Fig. 1: met1 routing
The bar under the picture is 20 um long. Supply wires on this layer in gray.
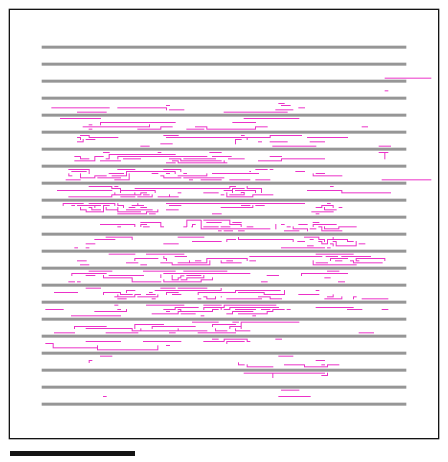
Fig. 2: gate families picked out
The bar under the picture is 20 um long.
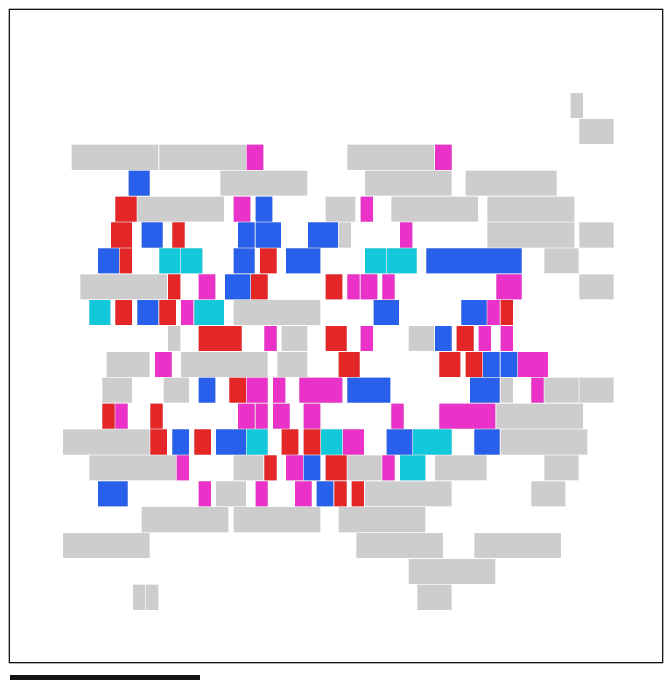
Fig. 3: layout detail
The bar under the picture is 10 um long. Window x 29 to 69, y 0 to 40 um. Cells in gray, sequential cells in the stronger gray; small squares are vias.
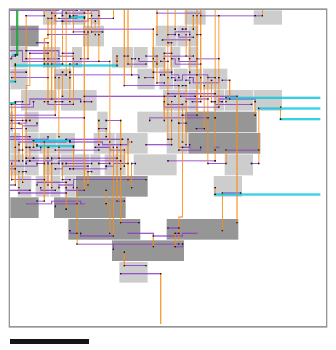
Fig. 4: metal 3
The bar under the picture is 20 um long. Cells faint in the background.
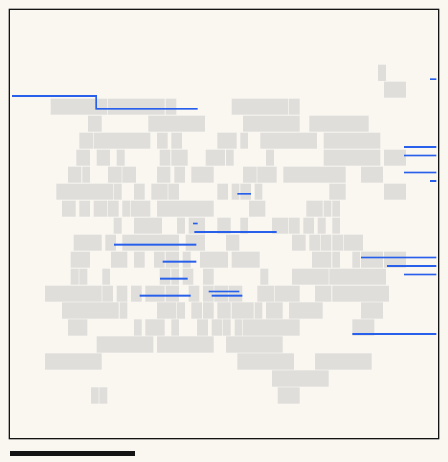
## config.mk

```make
export PLATFORM = sky130hd
export DESIGN_NAME = reset_sequencer_flat
export DESIGN_NICKNAME = d
export VERILOG_FILES = /design/src/rtl/reset_sequencer_if.sv /design/src/rtl/reset_sequencer.sv /design/src/flat_wrapper.sv
export SDC_FILE = /design/constraint.sdc
export NUM_CORES = 1
export LEC_CHECK = 0
export CAP_MARGIN = 30
export CORE_MARGIN = 5
export CORE_UTILIZATION = 40
export DETAILED_ROUTE_END_ITERATION = 16
export PLACE_DENSITY = 0.67
export SETUP_SLACK_MARGIN = 0.4
export SYNTH_ARGS = -nofsm -noshare
export SYNTH_HDL_FRONTEND = slang
export SYNTH_SLANG_ARGS = --single-unit
```

## constraint.sdc

```tcl
create_clock -name clk -period 3.74 [get_ports clk]
set_input_delay 0.561 -clock clk [delete_from_list [all_inputs] [get_ports clk]]
set_output_delay 0.561 -clock clk [all_outputs]
set_load 0.005 [all_outputs]
```

## src/rtl/reset_sequencer_if.sv

```systemverilog
// Control and status bundle between the reset sequencer and the logic it
// brings up. The master modport is the sequencer side.
interface reset_sequencer_if #(
    parameter int unsigned MAX_RETRIES = 3
);
    localparam int unsigned RET_W = $clog2(MAX_RETRIES + 1);

    logic             i_locked;
    logic             i_restart;
    logic             o_mmcm_rst;
    logic             o_sys_rst_n;
    logic             o_ready;
    logic             o_fault;
    logic [RET_W-1:0] o_retries;
    logic [2:0]       o_state;

    modport master (
        input  i_locked,
        input  i_restart,
        output o_mmcm_rst,
        output o_sys_rst_n,
        output o_ready,
        output o_fault,
        output o_retries,
        output o_state
    );

    modport slave (
        output i_locked,
        output i_restart,
        input  o_mmcm_rst,
        input  o_sys_rst_n,
        input  o_ready,
        input  o_fault,
        input  o_retries,
        input  o_state
    );
endinterface

```

## src/rtl/reset_sequencer.sv

```systemverilog
// Board-level reset sequencer: pulses the MMCM reset, waits for LOCKED,
// requires a stable lock window, then releases the system reset.
// Optional feature macro: RSTSEQ_LOCK_TIMEOUT_EN enables the per-attempt
// lock timeout, bounded retries and the FAULT state. Without it WAIT_LOCK
// waits forever and o_fault / o_retries stay 0.
module reset_sequencer #(
    parameter int unsigned MMCM_RST_CYCLES     = 8,
    parameter int unsigned SETTLE_CYCLES       = 256,
    parameter int unsigned LOCK_TIMEOUT_CYCLES = 100000,
    parameter int unsigned MAX_RETRIES         = 3
) (
    input  logic                 clk,
    input  logic                 rst_n,
    reset_sequencer_if.master    bus
);

    localparam int unsigned MAX_AB  = (MMCM_RST_CYCLES > SETTLE_CYCLES) ? MMCM_RST_CYCLES : SETTLE_CYCLES;
    localparam int unsigned CNT_MAX = (MAX_AB > LOCK_TIMEOUT_CYCLES) ? MAX_AB : LOCK_TIMEOUT_CYCLES;
    localparam int unsigned CNT_W   = $clog2(CNT_MAX) + 1;
    localparam int unsigned RET_W   = $clog2(MAX_RETRIES + 1);

    typedef enum logic [2:0] {
        ST_MMCM_RST  = 3'd0,
        ST_WAIT_LOCK = 3'd1,
        ST_SETTLE    = 3'd2,
        ST_RUN       = 3'd3,
        ST_FAULT     = 3'd4
    } state_t;

    logic             r_locked_meta;
    logic             r_locked_s;
    state_t           r_state;
    state_t           w_state_nxt;
    logic [CNT_W-1:0] r_cnt;
    logic [CNT_W-1:0] w_cnt_nxt;
    logic [CNT_W-1:0] w_cnt_inc;
    logic [RET_W-1:0] r_retries;
    logic [RET_W-1:0] w_retries_nxt;
    logic             r_mmcm_rst;
    logic             r_sys_rst_n;
    logic             r_ready;
    logic             r_fault;

    // Two-flop synchroniser for the asynchronous LOCKED input.
    always_ff @(posedge clk or negedge rst_n) begin
        if (!rst_n) begin
            r_locked_meta <= 1'b0;
            r_locked_s    <= 1'b0;
        end else begin
            r_locked_meta <= bus.i_locked;
            r_locked_s    <= r_locked_meta;
        end
    end

    // Saturating increment so a long wait can never wrap back into range.
    assign w_cnt_inc = (&r_cnt) ? r_cnt : r_cnt + CNT_W'(1);

    // Next-state, counter and retry decisions; restart overrides everything.
    always_comb begin
        w_state_nxt   = r_state;
        w_cnt_nxt     = w_cnt_inc;
        w_retries_nxt = r_retries;
        if (bus.i_restart) begin
            w_state_nxt   = ST_MMCM_RST;
            w_cnt_nxt     = '0;
            w_retries_nxt = '0;
        end else begin
            case (r_state)
                ST_MMCM_RST: begin
                    if (r_cnt >= CNT_W'(MMCM_RST_CYCLES - 1)) begin
                        w_state_nxt = ST_WAIT_LOCK;
                        w_cnt_nxt   = '0;
                    end
                end
                ST_WAIT_LOCK: begin
                    if (r_locked_s) begin
                        w_state_nxt = ST_SETTLE;
                        w_cnt_nxt   = '0;
                    end
`ifdef RSTSEQ_LOCK_TIMEOUT_EN
                    else if (r_cnt >= CNT_W'(LOCK_TIMEOUT_CYCLES - 1)) begin
                        w_cnt_nxt = '0;
                        if (r_retries < RET_W'(MAX_RETRIES)) begin
                            w_state_nxt   = ST_MMCM_RST;
                            w_retries_nxt = r_retries + RET_W'(1);
                        end else begin
                            w_state_nxt = ST_FAULT;
                        end
                    end
`endif
                end
                ST_SETTLE: begin
                    if (!r_locked_s) begin
                        w_state_nxt = ST_WAIT_LOCK;
                        w_cnt_nxt   = '0;
                    end else if (r_cnt >= CNT_W'(SETTLE_CYCLES - 1)) begin
                        w_state_nxt   = ST_RUN;
                        w_cnt_nxt     = '0;
                        w_retries_nxt = '0;
                    end
                end
                ST_RUN: begin
                    w_cnt_nxt = '0;
                    if (!r_locked_s) begin
                        w_state_nxt = ST_WAIT_LOCK;
                    end
                end
                ST_FAULT: begin
                    w_cnt_nxt = '0;
                end
                default: begin
                    w_state_nxt = ST_MMCM_RST;
                    w_cnt_nxt   = '0;
                end
            endcase
        end
    end

    // State register plus outputs decoded from the next state, so every
    // output changes on the same edge as the state it reflects.
    always_ff @(posedge clk or negedge rst_n) begin
        if (!rst_n) begin
            r_state     <= ST_MMCM_RST;
            r_cnt       <= '0;
            r_retries   <= '0;
            r_mmcm_rst  <= 1'b1;
            r_sys_rst_n <= 1'b0;
            r_ready     <= 1'b0;
            r_fault     <= 1'b0;
        end else begin
            r_state     <= w_state_nxt;
            r_cnt       <= w_cnt_nxt;
            r_retries   <= w_retries_nxt;
            r_mmcm_rst  <= (w_state_nxt == ST_MMCM_RST) || (w_state_nxt == ST_FAULT);
            r_sys_rst_n <= (w_state_nxt == ST_RUN);
            r_ready     <= (w_state_nxt == ST_RUN);
`ifdef RSTSEQ_LOCK_TIMEOUT_EN
            r_fault     <= (w_state_nxt == ST_FAULT);
`else
            r_fault     <= 1'b0;
`endif
        end
    end

    assign bus.o_mmcm_rst  = r_mmcm_rst;
    assign bus.o_sys_rst_n = r_sys_rst_n;
    assign bus.o_ready     = r_ready;
    assign bus.o_fault     = r_fault;
    assign bus.o_retries   = r_retries;
    assign bus.o_state     = 3'(r_state);

endmodule
```

## src/flat_wrapper.sv

```systemverilog
// flat-port wrapper written by rule: the top's interface ports become plain ports
module reset_sequencer_flat 
#(
    parameter int unsigned MMCM_RST_CYCLES     = 8,
    parameter int unsigned SETTLE_CYCLES       = 256,
    parameter int unsigned LOCK_TIMEOUT_CYCLES = 100000,
    parameter int unsigned MAX_RETRIES         = 3
)
  (clk, rst_n, bus_i_locked, bus_i_restart, bus_o_mmcm_rst, bus_o_sys_rst_n, bus_o_ready, bus_o_fault, bus_o_retries, bus_o_state);
  reset_sequencer_if #(.MAX_RETRIES(MAX_RETRIES)) bus_i ();
  input  logic clk;
  input  logic rst_n;
  input wire logic [$bits(bus_i.i_locked)-1:0] bus_i_locked;
  input wire logic [$bits(bus_i.i_restart)-1:0] bus_i_restart;
  output wire logic [$bits(bus_i.o_mmcm_rst)-1:0] bus_o_mmcm_rst;
  output wire logic [$bits(bus_i.o_sys_rst_n)-1:0] bus_o_sys_rst_n;
  output wire logic [$bits(bus_i.o_ready)-1:0] bus_o_ready;
  output wire logic [$bits(bus_i.o_fault)-1:0] bus_o_fault;
  output wire logic [$bits(bus_i.o_retries)-1:0] bus_o_retries;
  output wire logic [$bits(bus_i.o_state)-1:0] bus_o_state;
  assign bus_i.i_locked = bus_i_locked;
  assign bus_i.i_restart = bus_i_restart;
  assign bus_o_mmcm_rst = bus_i.o_mmcm_rst;
  assign bus_o_sys_rst_n = bus_i.o_sys_rst_n;
  assign bus_o_ready = bus_i.o_ready;
  assign bus_o_fault = bus_i.o_fault;
  assign bus_o_retries = bus_i.o_retries;
  assign bus_o_state = bus_i.o_state;
  reset_sequencer #(.MMCM_RST_CYCLES(MMCM_RST_CYCLES), .SETTLE_CYCLES(SETTLE_CYCLES), .LOCK_TIMEOUT_CYCLES(LOCK_TIMEOUT_CYCLES), .MAX_RETRIES(MAX_RETRIES)) u_core (.clk(clk), .rst_n(rst_n), .bus(bus_i));
endmodule
```

==> metrics.sh <==
NUMBER_OF_CLOCK_BUFFERS_INSERTED_BY_TRITONCTS=3
YOSYSSEQAREASHARE=0.458
ROUTE.TOP_LAYER_USED='met4'
TRITONCTS_CLOCK_TREE='done'
CP.ARRIVAL_NS=2.39
DRT_PRE_ANTENNA_ITERS=4
FP-UTILIZATION=0.411
SEQ-CELL-SHARE=0.415
CTS_ROOT_BUFFER_TYPE='clkbuf_4'
ROUTE.MET2.WL_UM=1260
YOSYSWARNINGCOUNT=0
FINAL_PERIOD_UTILIZATION=0.591
NUMCLOCKSINKS=25
AOI_SHARE=0.151
MAXCLOCKFREQUENCY_MHz=452
AREA.SEQUENTIAL_UM2=627
YS_ASYNC_SR_FRACTION=1.00
SETUP_SLACK_REG_TO_REG_NS=1.53
NETLIST.TOP_CELL.BY_INSTANCES='dfrtp_1'
CRITICAL_PATH.ENDPOINT='u_core.r_cnt[15]$_DFF_PN0_'
CRIT_FAMILY='AND-OR/OR-AND gates'
NUM-FILL-CELLS=349
TOP_CELL_AREA_SHARE=0.438
CLOCK.LATENCY.LATE_PIN_NS=0.31
YS_TYPES=45
SLEW_HR=0.554
YS_CHIP_AREA_MM2=0.00137
OUTCOME='finished, final reports clean'
ROUTE.ANTENNA.REMAINING_NETS=0
HOLDCRITSTARTPOINT='u_core.r_locked_meta$_DFF_PN0_'
TIMING.MAX_CAP.VIOLATIONS=0
CTS-RESIZED-GATES=0
WL_MET1_UM=1230
FINAL-HOLD-VIOLATION-COUNT=0
NETSWITCHINGFRACTION=0.239
WORSTSETUPENDPOINTTYPE='flip-flop'
WORSTHOLDPATHTYPE='flip-flop to flip-flop'
DIE_H_UM=68.5
NMULTIINPUTCOMBCELLS=111
SYNTHESIZED_CELL_AREA_MM2=0.00137
START_KIND='flip-flop'
GRT-OVFL-TOTAL=0
FIRST_GLOBAL_VIAS=1028
ROUTED-WL-MET3_UM=139
TIMING.CLOCK.SKEW_NS=0.00386
USE_MET2=0.222
CRITICAL_PATH.MAX_STAGE_DELAY_NS=0.56
FLOORPLAN.ROWS=21
PWR.GROUP.COMBINATIONAL_W=0.0000327
DRT_FIRST_ITER_VIOLATIONS=35
SYN-INSTANCE-COUNT=145
SYNTH-SIMPLE-AREA-SHARE=0.293
SYNTHADDERAREAFRAC=0.00913
VIASPERCELL=5.49
REQUIRED_NS=3.92
CRITPATHLAUNCH='u_core.r_cnt[0]$_DFF_PN0_'
TIMING.HOLD.WORST_ENDPOINT='u_core.r_locked_s$_DFF_PN0_'
P_COMB_FRAC=0.075
Back to the opening pictures, Fig. 1:
The longest straight run is 22.1 um. The layer carries 1,230 um of wire. The layer holds 46% of the routed length. The wires run mostly horizontal.

Back to the opening pictures, Fig. 2:
Cyan stands for AND and OR gates, cells 10. Magenta stands for NOR gates, cells 36. Blue stands for inverting AOI/OAI gates, cells 27. Red stands for NAND gates, cells 28.
final instance count without filler cells: 198
most common cell after layout, fill and taps aside: dfrtp_1
multi-input logic portion of the cell area: 0.454

Back to the opening pictures, Fig. 3:
Purple stands for met1. Green stands for met4. Orange stands for met2. Cyan stands for met3.
63 logic cells have their middle in the window. Most frequent: nor2_1 (9), dfrtp_1 (7), clkdlybuf4s50_1 (6). Sequential cells in the window: 7. Netlist names of flops here include `u_core.r_cnt` (3), `u_core.bus.o_state` (2).

Back to the opening pictures, Fig. 4:
The layer carries 139 um of wire. 17 nets have wire on it. The longest straight run is 16.1 um. The layer holds 5.3% of the routed length. The wires run mostly horizontal.
routed via count: 1,088
Post-Route WL: 2640 um
global routing usage on met3: 0.0405

==> sequential cells by signal, summed over array words and instances, names as in the netlist <==
signal,count
u_core.r_cnt,18
u_core.bus.o_state,3
u_core.bus.o_mmcm_rst,1
u_core.bus.o_sys_rst_n,1
u_core.r_locked_meta,1
u_core.r_locked_s,1
==> per-stage QoR <==
stage                     cells   util  setup WS [ns]  instance area (um2)  power (W)
final                       198  0.452           1.53                 1510   0.000434
after global routing        198  0.452           1.33                 1510   0.000457
after CTS                   198  0.452           1.48                 1510   0.000441
after detailed placement    194  0.444           1.33                 1480   0.000322
after global placement      193  0.440           1.48                 1470   0.000318
after floorplan             147      -           1.91                 1380   0.000308
Power figures rest on the tool's default switching activity, not on a simulated workload.
